[src/rtl/instr_sequencer.sv]
// Multi-cycle control sequencer: steps FETCH/DECODE/EXEC/MEM/WB with one-hot stage strobes.
// Define PERF_COUNTERS_EN to build the retired/cycle counters (width `WORD, default 32).
`ifndef WORD
`define WORD 32
`endif

module instr_sequencer #(
  parameter int unsigned MEM_WAIT_MAX = 15
) (
  input  logic             clk_i,
  input  logic             rst_ni,
  input  logic             start_i,
  input  logic             halt_req_i,
  input  logic             reg_write_i,
  input  logic             mem_read_i,
  input  logic             mem_write_i,
  input  logic             branch_i,
  input  logic             uncondbranch_i,
  input  logic             zero_i,
  input  logic             mem_ready_i,
  output logic             fetch_en_o,
  output logic             decode_en_o,
  output logic             read_en_o,
  output logic             exec_en_o,
  output logic             wb_en_o,
  output logic             mem_req_o,
  output logic             pc_src_o,
  output logic             busy_o,
  output logic             fault_o,
  output logic [2:0]       state_o,
  output logic [`WORD-1:0] retired_count_o,
  output logic [`WORD-1:0] cycle_count_o
);

  localparam int unsigned WaitW = (MEM_WAIT_MAX > 1) ? $clog2(MEM_WAIT_MAX) : 1;
  localparam logic [WaitW-1:0] WaitLast = WaitW'(MEM_WAIT_MAX - 1);

  typedef enum logic [2:0] {
    StIdle   = 3'd0,
    StFetch  = 3'd1,
    StDecode = 3'd2,
    StExec   = 3'd3,
    StMem    = 3'd4,
    StWb     = 3'd5,
    StHalt   = 3'd6,
    StFault  = 3'd7
  } state_e;

  state_e           state_q, state_d;
  logic             halt_q, halt_d;
  logic             reg_write_q, mem_read_q, mem_write_q, branch_q, uncond_q;
  logic [WaitW-1:0] wait_q;
  logic             pc_src_q, fetch_q, decode_q, exec_q, mem_q, wb_q, busy_q, fault_q;
  logic             retire;

  // A start in HALT clears the latch, but a concurrent halt_req re-arms it.
  assign halt_d = halt_req_i | (halt_q & ~((state_q == StHalt) & start_i));

  always_comb begin
    state_d = state_q;
    retire  = 1'b0;
    unique case (state_q)
      StIdle:   if (start_i) state_d = StFetch;
      StFetch:  state_d = StDecode;
      StDecode: state_d = StExec;
      StExec: begin
        if (mem_read_q | mem_write_q) state_d = StMem;
        else if (reg_write_q)         state_d = StWb;
        else                          retire  = 1'b1;
      end
      StMem: begin
        if (mem_ready_i) begin
          if (mem_read_q & reg_write_q) state_d = StWb;
          else                          retire  = 1'b1;
        end else if (wait_q == WaitLast) begin
          state_d = StFault;
        end
      end
      StWb:     retire = 1'b1;
      StHalt:   if (start_i) state_d = StFetch;
      StFault:  state_d = StFault;
    endcase
    if (retire) state_d = (halt_q | halt_req_i) ? StHalt : StFetch;
  end

  always_ff @(posedge clk_i or negedge rst_ni) begin
    if (!rst_ni) begin
      state_q     <= StIdle;
      halt_q      <= 1'b0;
      reg_write_q <= 1'b0;
      mem_read_q  <= 1'b0;
      mem_write_q <= 1'b0;
      branch_q    <= 1'b0;
      uncond_q    <= 1'b0;
      wait_q      <= '0;
      pc_src_q    <= 1'b0;
      fetch_q     <= 1'b0;
      decode_q    <= 1'b0;
      exec_q      <= 1'b0;
      mem_q       <= 1'b0;
      wb_q        <= 1'b0;
      busy_q      <= 1'b0;
      fault_q     <= 1'b0;
    end else begin
      state_q  <= state_d;
      halt_q   <= halt_d;
      fetch_q  <= (state_d == StFetch);
      decode_q <= (state_d == StDecode);
      exec_q   <= (state_d == StExec);
      mem_q    <= (state_d == StMem);
      wb_q     <= (state_d == StWb);
      busy_q   <= state_d inside {StFetch, StDecode, StExec, StMem, StWb};
      fault_q  <= (state_d == StFault);
      if (state_q == StDecode) begin
        reg_write_q <= reg_write_i;
        mem_read_q  <= mem_read_i;
        mem_write_q <= mem_write_i;
        branch_q    <= branch_i;
        uncond_q    <= uncondbranch_i;
      end
      if (state_q != StMem)  wait_q <= '0;
      else if (!mem_ready_i) wait_q <= wait_q + WaitW'(1);
      // Branch select lives until the redirected fetch has been issued.
      if (state_q == StExec)       pc_src_q <= uncond_q | (branch_q & zero_i);
      else if (state_q == StFetch) pc_src_q <= 1'b0;
    end
  end

  assign state_o     = state_q;
  assign fetch_en_o  = fetch_q;
  assign decode_en_o = decode_q;
  assign read_en_o   = decode_q;
  assign exec_en_o   = exec_q;
  assign mem_req_o   = mem_q;
  assign wb_en_o     = wb_q;
  assign pc_src_o    = pc_src_q;
  assign busy_o      = busy_q;
  assign fault_o     = fault_q;

`ifdef PERF_COUNTERS_EN
  logic [`WORD-1:0] retired_q, cycles_q;

  always_ff @(posedge clk_i or negedge rst_ni) begin
    if (!rst_ni) begin
      retired_q <= '0;
      cycles_q  <= '0;
    end else begin
      if (retire) retired_q <= retired_q + `WORD'(1);
      if (busy_q) cycles_q  <= cycles_q + `WORD'(1);
    end
  end

  assign retired_count_o = retired_q;
  assign cycle_count_o   = cycles_q;
`else
  logic unused_retire;
  assign unused_retire   = retire;
  assign retired_count_o = '0;
  assign cycle_count_o   = '0;
`endif

endmodule
[config.mk]
export PLATFORM = sky130hd
export DESIGN_NAME = instr_sequencer
export DESIGN_NICKNAME = d
export VERILOG_FILES = /design/src/rtl/instr_sequencer.sv
export SDC_FILE = /design/constraint.sdc
export NUM_CORES = 1
export LEC_CHECK = 0
export CAP_MARGIN = 20
export CORE_ASPECT_RATIO = 1.4
export CORE_UTILIZATION = 41
export DETAILED_ROUTE_END_ITERATION = 8
export PLACE_DENSITY = 0.87
export SETUP_SLACK_MARGIN = 0.05
export SLEW_MARGIN = 30
export SYNTH_ARGS = -nofsm -noshare
export SYNTH_HDL_FRONTEND = slang
export SYNTH_SLANG_ARGS = --single-unit
[constraint.sdc]
create_clock -name clk_i -period 4.38 [get_ports clk_i]
set_input_delay 1.314 -clock clk_i [delete_from_list [all_inputs] [get_ports clk_i]]
set_output_delay 1.314 -clock clk_i [all_outputs]
set_load 0.01 [all_outputs]
==> metrics.yaml <==
timing_hold_violations_final: 0
ff2ff_path_depth: 5
setup-tns-final_ps: 0
power.ir.vdd_worst_v: 0.0001935
syn-instance-count: 149
yosysCellCount: 149
worst-path-stages: 6
detail_route.wirelength.met1_um: 722
post_drt_wl_per_cell_um: 9.679
totalPowerFinal_uw: 834.9
die_height_um: 72.85
run_status: "finished clean"
timing.critical_path.cells: "clkdlybuf4s50_1 -> and4b_1 -> a311oi_2 -> o32ai_1 -> or4b_1 -> o31a_1"
cts_root_buffer: "sky130_fd_sc_hd__clkbuf_8"
gpl.final_weighted_congestion: 0.7430
grt_setup_unrepaired: "false"
slowest_delay_ps: 620
detailedRoute.firstPassIterationCount: 2
met3_wirelength_um: 139
warning_count: 27
timing.critical_path.arrival_ps: 3210
setup.worst_path.end_class: "flip-flop"
post-place-cells: 205
tritoncts_num_sinks: 21
timing.setup.critical_path_class: "primary input to flip-flop"
period_needed_ps: 3061
worst_margin_slew_ps: 909.5
timing_max_transition_violations_final: 0
crit_path_top_delay_cell: "sky130_fd_sc_hd__clkdlybuf4s50_1"
grt-ovfl-total: 0
worst_hold_path_endpoint: "pc_src_o"
post-route-drc-count: 0
dieArea_um2: 3833
edf_count: 0
htreeDepth: 1
timing.critical_path.required_ps: 4530
leakagePower_uw: 0.0007371
setup.reg_to_reg.worst_slack_ps: 2170
finish.cell_count_without_fillers: 209
cts-resized-gates: 0
placeableCoreArea_um2: 3410
[area by class of cell]
class                           count  area [um^2]
Inverter                            2        7.507
Fill cell                         328         1909
Multi-Input combinational cell    120        656.9
Tap cell                           40        50.05
Clock buffer                        4        45.04
Sequential cell                    21        525.5
Timing Repair Buffer               22        215.2
[power by group]
group          internal [uW]  switching [uW]  total, uW
Combinational            196             183        379
Sequential               264            67.5        331
Clock                   64.8            59.7        124
Total                    525             310        835
[cells in the final DEF, fill, tap and decap left out]
cell type and count:
sky130_fd_sc_hd__conb_1 64, sky130_fd_sc_hd__dfrtp_1 21, sky130_fd_sc_hd__clkdlybuf4s50_1 21, sky130_fd_sc_hd__nor2_1 9, sky130_fd_sc_hd__mux2_2 5, sky130_fd_sc_hd__nand2b_1 3
sky130_fd_sc_hd__and3_1 3, sky130_fd_sc_hd__clkbuf_8 3, sky130_fd_sc_hd__nand3b_1 2, sky130_fd_sc_hd__a21boi_0 2, sky130_fd_sc_hd__nand2_1 2, sky130_fd_sc_hd__a21o_1 2
sky130_fd_sc_hd__inv_1 2, sky130_fd_sc_hd__nand4b_1 2, sky130_fd_sc_hd__xor2_1 2, sky130_fd_sc_hd__a21oi_1 2, sky130_fd_sc_hd__ha_1 2, sky130_fd_sc_hd__or4_1 1
sky130_fd_sc_hd__o21bai_1 1, sky130_fd_sc_hd__a211oi_2 1, sky130_fd_sc_hd__and4b_1 1, sky130_fd_sc_hd__or3b_1 1, sky130_fd_sc_hd__a32oi_1 1, sky130_fd_sc_hd__a311oi_2 1
sky130_fd_sc_hd__o21ba_2 1, sky130_fd_sc_hd__o22ai_1 1, sky130_fd_sc_hd__o32ai_1 1, sky130_fd_sc_hd__nand3_1 1, sky130_fd_sc_hd__and2_1 1, sky130_fd_sc_hd__nor3b_1 1
sky130_fd_sc_hd__a31o_2 1, sky130_fd_sc_hd__or4b_1 1, sky130_fd_sc_hd__o31a_1 1, sky130_fd_sc_hd__nor3_1 1, sky130_fd_sc_hd__o21ai_0 1, sky130_fd_sc_hd__nor2b_1 1
sky130_fd_sc_hd__xnor2_1 1, sky130_fd_sc_hd__clkbuf_1 1, sky130_fd_sc_hd__buf_2 1
[stage by stage]
step                      utilization (%)  worst slack [ps]  cell area, um^2  hold WS (ps)
after CTS                           44.15              1327             1505         497.7
after global routing                44.00              1210             1500         520.4
after floorplan                         -              1869             1707         470.2
after global placement              42.83              1152             1460         465.8
after detailed placement            42.83              1043             1460         480.8
final                               44.00              1319             1500         487.5
[cells in the mapped netlist (all sizes together), types with 2 or more instances]
cell type  count  area, um^2
buf           69       516.8
nand4b         2       17.52
a21boi         2       15.01
xor2           2       17.52
dfrtp         21       525.5
nand3b         2       15.01
nand2b         3       18.77
nor2           9       33.78
a21oi          2       10.01
mux2           5       56.30
nand2          2       7.510
and3           3       18.77
inv            2       7.510
a21o           2       15.01
ha             2       25.02
[cells by family after synthesis]
group | count (synthesis) | synth area share (%)
compound gates | 16 | 8.936
flops | 21 | 35.74
mux | 5 | 3.830
other cells | 1 | 0.2551
buf+inv | 71 | 35.66
simple gates | 30 | 12.09
xor+xnor | 3 | 1.788
fa+ha+maj | 2 | 1.702
Fig. 1: routed clock nets over the placement
Drawn at 4 px/um.
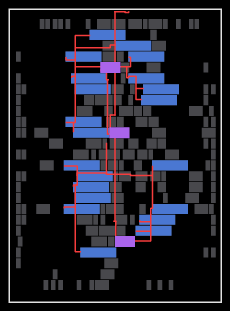
Key: red = clock wires [length 251 um]; purple = clock-net drivers [count 3]; blue = flip-flops [count 21]
There are 4 routed clock nets.
Clock net power: 124 uW
clock share of power: 14.9%
Clk Latency, worst-skew pair: 260 ps
final clock skew: 4.680 ps

Fig. 2: signal wires on met3
Drawn at 6 px/um.
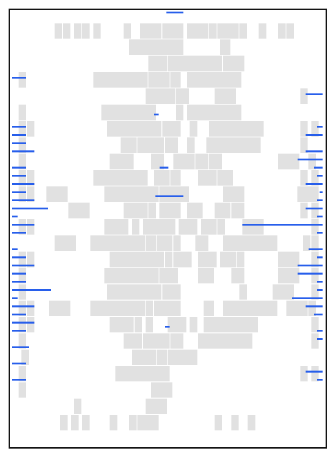
The longest straight run is 13.1 um. The wires run mostly horizontal.
final routed wirelength across all metal layers: 2023 um
vias after detailed routing: 892
global routing usage on met3: 1.667%

Fig. 3: track usage over the die
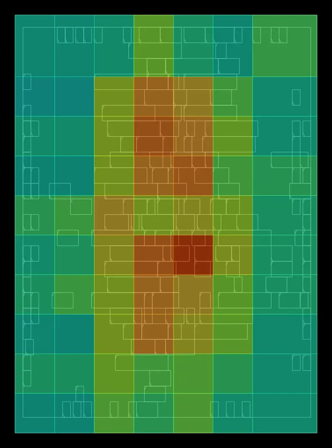
layer with the highest usage after global routing: met2
met1 Use GR: 12.04%
M2 GR Usage: 20.11%
post-layout utilization of the core: 44.00%

Power and IR drop assume default switching activity.
